File: config.mk
export PLATFORM = sky130hd
export DESIGN_NAME = alu_seq
export DESIGN_NICKNAME = d
export VERILOG_FILES = /design/src/rtl/alu_seq.sv
export SDC_FILE = /design/constraint.sdc
export NUM_CORES = 1
export LEC_CHECK = 0
export CAP_MARGIN = 20
export CORE_UTILIZATION = 45
export DETAILED_ROUTE_END_ITERATION = 7
export MAX_ROUTING_LAYER = met4
export PLACE_DENSITY = 0.62
export REMOVE_ABC_BUFFERS = 1
export SYNTH_ARGS = -nofsm -noshare
export SYNTH_HDL_FRONTEND = slang
export SYNTH_SLANG_ARGS = --single-unit
File: constraint.sdc
create_clock -name clk -period 13.75 [get_ports clk]
set_input_delay 2.0625 -clock clk [delete_from_list [all_inputs] [get_ports clk]]
set_output_delay 2.0625 -clock clk [all_outputs]
set_load 0.01 [all_outputs]
File: src/rtl/alu_seq.sv
// Registered N-bit ALU with start/busy/done handshake, registered status flags
// and a multi-cycle unsigned shift-add multiplier producing a double-width product.
module alu_seq #(
  parameter int WIDTH = 32
) (
  input  logic             clk,
  input  logic             rst,
  input  logic             start,
  input  logic [2:0]       alu_op,
  input  logic [WIDTH-1:0] a,
  input  logic [WIDTH-1:0] b,
  output logic             busy,
  output logic             done,
  output logic [WIDTH-1:0] result,
  output logic [WIDTH-1:0] result_hi,
  output logic             zero,
  output logic             carry_out,
  output logic             overflow
);

  typedef enum logic [2:0] {
    OP_AND = 3'b000,
    OP_OR  = 3'b001,
    OP_ADD = 3'b010,
    OP_XOR = 3'b011,
    OP_MUL = 3'b100,
    OP_NOR = 3'b101,
    OP_SUB = 3'b110,
    OP_SLT = 3'b111
  } alu_op_e;

  typedef enum logic {
    S_IDLE = 1'b0,
    S_MUL  = 1'b1
  } state_e;

  state_e  state_q, state_d;
  alu_op_e op;

  logic [WIDTH-1:0] cnt_q, cnt_d;
  logic [WIDTH-1:0] mcand_q, mcand_d;
  logic [WIDTH-1:0] acc_q, acc_d;
  logic [WIDTH-1:0] mplier_q, mplier_d;
  logic [WIDTH-1:0] result_q, result_d;
  logic [WIDTH-1:0] result_hi_q, result_hi_d;
  logic             zero_q, zero_d;
  logic             carry_q, carry_d;
  logic             ovf_q, ovf_d;
  logic             done_q, done_d;

  logic [WIDTH:0]   add_ext, sub_ext;
  logic             add_ovf, sub_ovf, slt;
  logic [WIDTH-1:0] alu_res;
  logic             alu_carry, alu_ovf;

  logic [WIDTH:0]   step_sum;
  logic [WIDTH-1:0] acc_step, mplier_step;
  logic             last_step;

  assign op = alu_op_e'(alu_op);

  // Single-cycle datapath
  always_comb begin
    add_ext = {1'b0, a} + {1'b0, b};
    sub_ext = {1'b0, a} + {1'b0, ~b} + (WIDTH+1)'(1);
    add_ovf = (a[WIDTH-1] == b[WIDTH-1]) && (add_ext[WIDTH-1] != a[WIDTH-1]);
    sub_ovf = (a[WIDTH-1] != b[WIDTH-1]) && (sub_ext[WIDTH-1] != a[WIDTH-1]);
    // Difference sign corrected by overflow keeps SLT exact when a-b overflows.
    slt     = sub_ext[WIDTH-1] ^ sub_ovf;

    alu_res   = '0;
    alu_carry = 1'b0;
    alu_ovf   = 1'b0;
    case (op)
      OP_AND: alu_res = a & b;
      OP_OR:  alu_res = a | b;
      OP_XOR: alu_res = a ^ b;
      OP_NOR: alu_res = ~(a | b);
      OP_ADD: begin
        alu_res   = add_ext[WIDTH-1:0];
        alu_carry = add_ext[WIDTH];
        alu_ovf   = add_ovf;
      end
      OP_SUB: begin
        alu_res   = sub_ext[WIDTH-1:0];
        alu_carry = sub_ext[WIDTH];
        alu_ovf   = sub_ovf;
      end
      OP_SLT: alu_res = {{(WIDTH-1){1'b0}}, slt};
      default: alu_res = '0;
    endcase
  end

  // One shift-add step: {acc, mplier} holds the partial product, shifted right per step.
  always_comb begin
    step_sum    = {1'b0, acc_q} + (mplier_q[0] ? {1'b0, mcand_q} : '0);
    acc_step    = step_sum[WIDTH:1];
    mplier_step = {step_sum[0], mplier_q[WIDTH-1:1]};
    last_step   = (cnt_q == WIDTH'(1));
  end

  always_ff @(posedge clk or posedge rst) begin
    if (rst) begin
      state_q <= S_IDLE;
    end else begin
      state_q <= state_d;
    end
  end

  always_comb begin
    state_d = state_q;
    case (state_q)
      S_IDLE:  if (start && op == OP_MUL) state_d = S_MUL;
      S_MUL:   if (last_step) state_d = S_IDLE;
      default: state_d = S_IDLE;
    endcase
  end

  always_comb begin
    busy = (state_q == S_MUL);
  end

  always_comb begin
    cnt_d       = cnt_q;
    mcand_d     = mcand_q;
    acc_d       = acc_q;
    mplier_d    = mplier_q;
    result_d    = result_q;
    result_hi_d = result_hi_q;
    zero_d      = zero_q;
    carry_d     = carry_q;
    ovf_d       = ovf_q;
    done_d      = 1'b0;
    case (state_q)
      S_IDLE: begin
        if (start) begin
          if (op == OP_MUL) begin
            mcand_d  = a;
            mplier_d = b;
            acc_d    = '0;
            cnt_d    = WIDTH'(WIDTH);
          end else begin
            result_d    = alu_res;
            result_hi_d = '0;
            zero_d      = (alu_res == '0);
            carry_d     = alu_carry;
            ovf_d       = alu_ovf;
            done_d      = 1'b1;
          end
        end
      end
      S_MUL: begin
        acc_d    = acc_step;
        mplier_d = mplier_step;
        cnt_d    = cnt_q - WIDTH'(1);
        if (last_step) begin
          result_d    = mplier_step;
          result_hi_d = acc_step;
          zero_d      = (mplier_step == '0) && (acc_step == '0);
          carry_d     = 1'b0;
          ovf_d       = 1'b0;
          done_d      = 1'b1;
        end
      end
      default: ;
    endcase
  end

  always_ff @(posedge clk or posedge rst) begin
    if (rst) begin
      cnt_q       <= '0;
      mcand_q     <= '0;
      acc_q       <= '0;
      mplier_q    <= '0;
      result_q    <= '0;
      result_hi_q <= '0;
      zero_q      <= 1'b0;
      carry_q     <= 1'b0;
      ovf_q       <= 1'b0;
      done_q      <= 1'b0;
    end else begin
      cnt_q       <= cnt_d;
      mcand_q     <= mcand_d;
      acc_q       <= acc_d;
      mplier_q    <= mplier_d;
      result_q    <= result_d;
      result_hi_q <= result_hi_d;
      zero_q      <= zero_d;
      carry_q     <= carry_d;
      ovf_q       <= ovf_d;
      done_q      <= done_d;
    end
  end

  assign done      = done_q;
  assign result    = result_q;
  assign result_hi = result_hi_q;
  assign zero      = zero_q;
  assign carry_out = carry_q;
  assign overflow  = ovf_q;

endmodule

==> notes.md, run 1 <==
Physical design

The clock sink total stands at 197. The number of multi-input logic gates stands at 1705. The synthesized-area fraction occupied by and/or/nand/nor cells stands at 22.4%. The pin count of the biggest net entering global routing stands at 77. The area occupied by multi-input gates stands at 10800 µm². In this run the most critical hold path is launched from result_hi[13]. The achievable frequency stands at 146 MHz. The setup slack of the critical path after layout stands at 6.92 ns. Per the OpenROAD floorplan log, the area of the core is 36500 µm². The worst clock skew stands at 0.0170 ns.

CTS built an H-tree with a depth of 4. The clock transition at the registers of the reported paths stands at 0.08 ns. In this run the power spent charging and discharging nets is 0.00133 W. The flow ran to the end, and the final reports show no timing, DRC or antenna violations. The longest clock path from root to sink contains 2 buffers.

Per the OpenROAD power report, leakage power amounts to 8.53 nW. Total power normalized to cell area comes to 161 nW/µm². Per the post-synthesis report, the number of cells in the design is 2153. Leaving out the clock tree, the finished layout contains a buffer count of 164.

The largest fanout of any net on the critical path stands at 4. The post-route fraction of the period consumed by the critical path stands at 49.6%. Setup repair after global routing left no endpoint under its margin.
==> run 1: stage by stage <==
stage                     total power (W)  hold slack [ns]  utilization, %
final                             0.00306            0.467            52.1
after global routing              0.00328            0.491            52.1
after CTS                         0.00306            0.472            52.0
after detailed placement          0.00251            0.455            50.3
after global placement            0.00249            0.448            50.3
after floorplan                   0.00192            0.442               -
==> run 1: worst max-delay path by stage <==
stage | from | end | slack, ns
2_1_floorplan | rst | acc_q[0] | 6.32
3_3_place_gp | b[1] | zero | 6.71
3_5_place_dp | b[1] | zero | 6.54
4_1_cts | b[1] | zero | 7.05
5_1_grt | a[4] | zero | 6.58
6_report | b[1] | zero | 6.92
run_1/met1.png
Scale bar: 50 µm. Supply wires on this layer in gray.
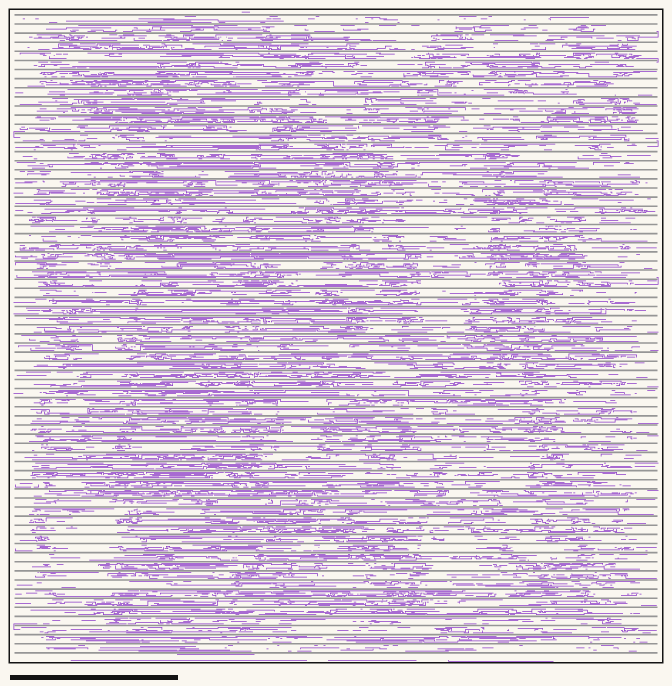
The longest straight run is 101 µm. 2205 nets have wire on it. The layer carries 28.7 mm of wire. The layer holds 46% of the routed length.

run_1/met2.png
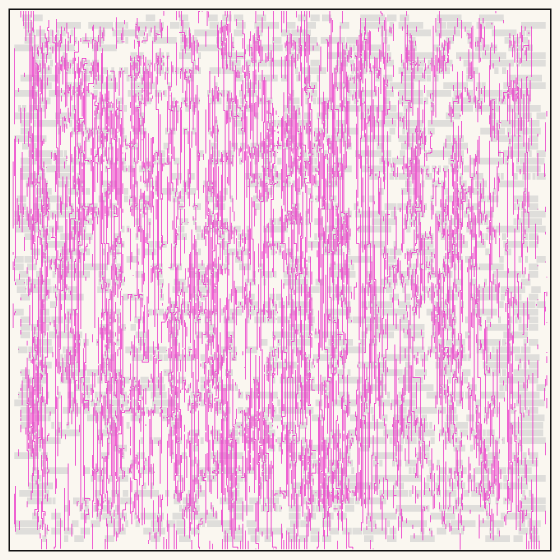
The layer carries 28.3 mm of wire. The layer holds 45% of the routed length.

run_1/met3.png
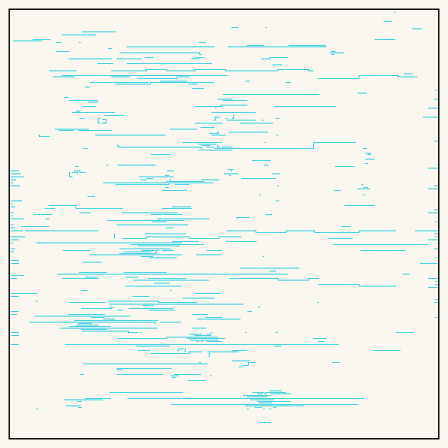
The layer holds 6.8% of the routed length. The wires run mostly horizontal. The layer carries 4260 µm of wire. 245 nets have wire on it.

run_1/met4.png
Scale bar: 50 µm. Supply wires on this layer in gray.
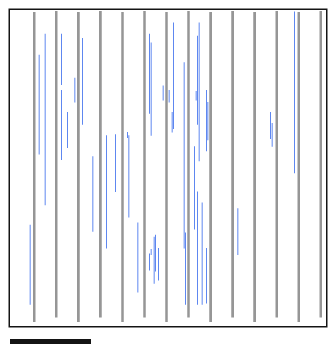
37 nets have wire on it. The layer carries 1650 µm of wire.

run_1/final_congestion.png
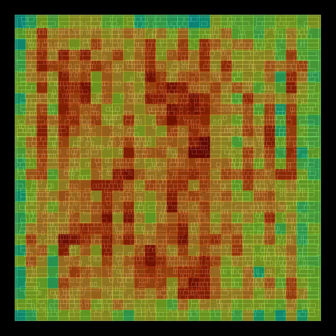

==> run 2: changes to the inputs <==
==> constraint.sdc (replaced) <==
create_clock -name clk -period 6.3 [get_ports clk]
set_input_delay 0.945 -clock clk [delete_from_list [all_inputs] [get_ports clk]]
set_output_delay 0.945 -clock clk [all_outputs]
set_load 0.01 [all_outputs]
run_2/final_congestion.png
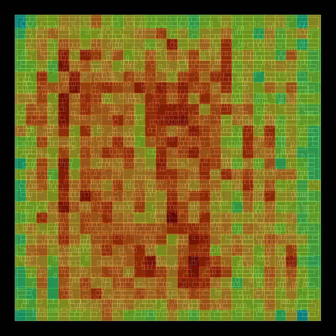
met3 track demand over resource in global routing: 4.29%
routed length per placed instance: 23.5 µm
total track usage: 34.9%
met2 track demand over resource in global routing: 54.1%

==> notes.md, run 2 <==
Physical design

The deepest level of the CTS H-tree came to 4 (unchanged). The largest fanout of any net on the critical path stands at 10 (+6). The pin count of the biggest net entering global routing came to 110 (+43%).

The cell count after synthesis stands at 2153 (unchanged). The leakage power of the design stands at 8.60 nW (+0.83%). The core utilization of the finished layout stands at 52.3% (+0.26 points).

The area of the core region came to 36500 µm² (unchanged). The startpoint identified for the worst hold timing path is result_hi[22]. The total net switching power came to 0.00292 W (+120%). The final hold slack stands at 0.467 ns (+0.000156 ns).

The clock sink total came to 197 (unchanged). The flow ran to the end, and the final reports show no timing, DRC or antenna violations. In this run the VDD rail shows a maximum IR drop of 240 µV. Setup repair after global routing left no endpoint under its margin. The achievable frequency stands at 175 MHz. The post-route total power was 0.00665 W (+120%). The power density normalized to cell area stands at 348 nW/µm² (+120%). Per STA, the startpoint of the critical path is a[4].

The maximum number of buffers from clock root to sink stands at 2 (unchanged). The number of multi-input logic gates stands at 1705 (unchanged). The area occupied by multi-input gates came to 10800 µm² (unchanged).
run_2/met4.png
Scale bar: 50 µm. Supply wires on this layer in gray.
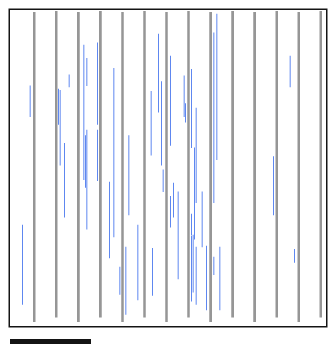
The layer holds 2.8% of the routed length. 37 nets have wire on it.
DR vias: 17000
total wirelength of the detailed-routed design: 63.5 mm

## run 2: through the flow
stage               setup WS, ns  std cells
finish                     0.593       2706
global route               0.249       2706
CTS                        0.758       2706
detailed placement         0.265       2674
global placement           0.428       2673
floorplan                -0.0407       2027
## run 2: worst max path at each step
stage,endpoint,depth (start not counted)
global placement,zero,24
global route,zero,24
floorplan,result[5],5
finish,zero,24
CTS,zero,24
detailed placement,zero,24
## run 2: kinds of logic (layout without fill, tap and decap cells)
group | after synthesis | in the layout | synth area share [%]
buffers and inverters | 251 | 336 | 5.69
XOR/XNOR | 28 | 28 | 1.47
multiplexers | 31 | 31 | 1.88
flip-flops | 197 | 197 | 29.5
adder cells (fa/ha/maj) | 142 | 142 | 10.8
AND-OR/OR-AND | 712 | 712 | 28.2
AND/OR/NAND/NOR | 792 | 792 | 22.4
Power and IR drop assume default switching activity.
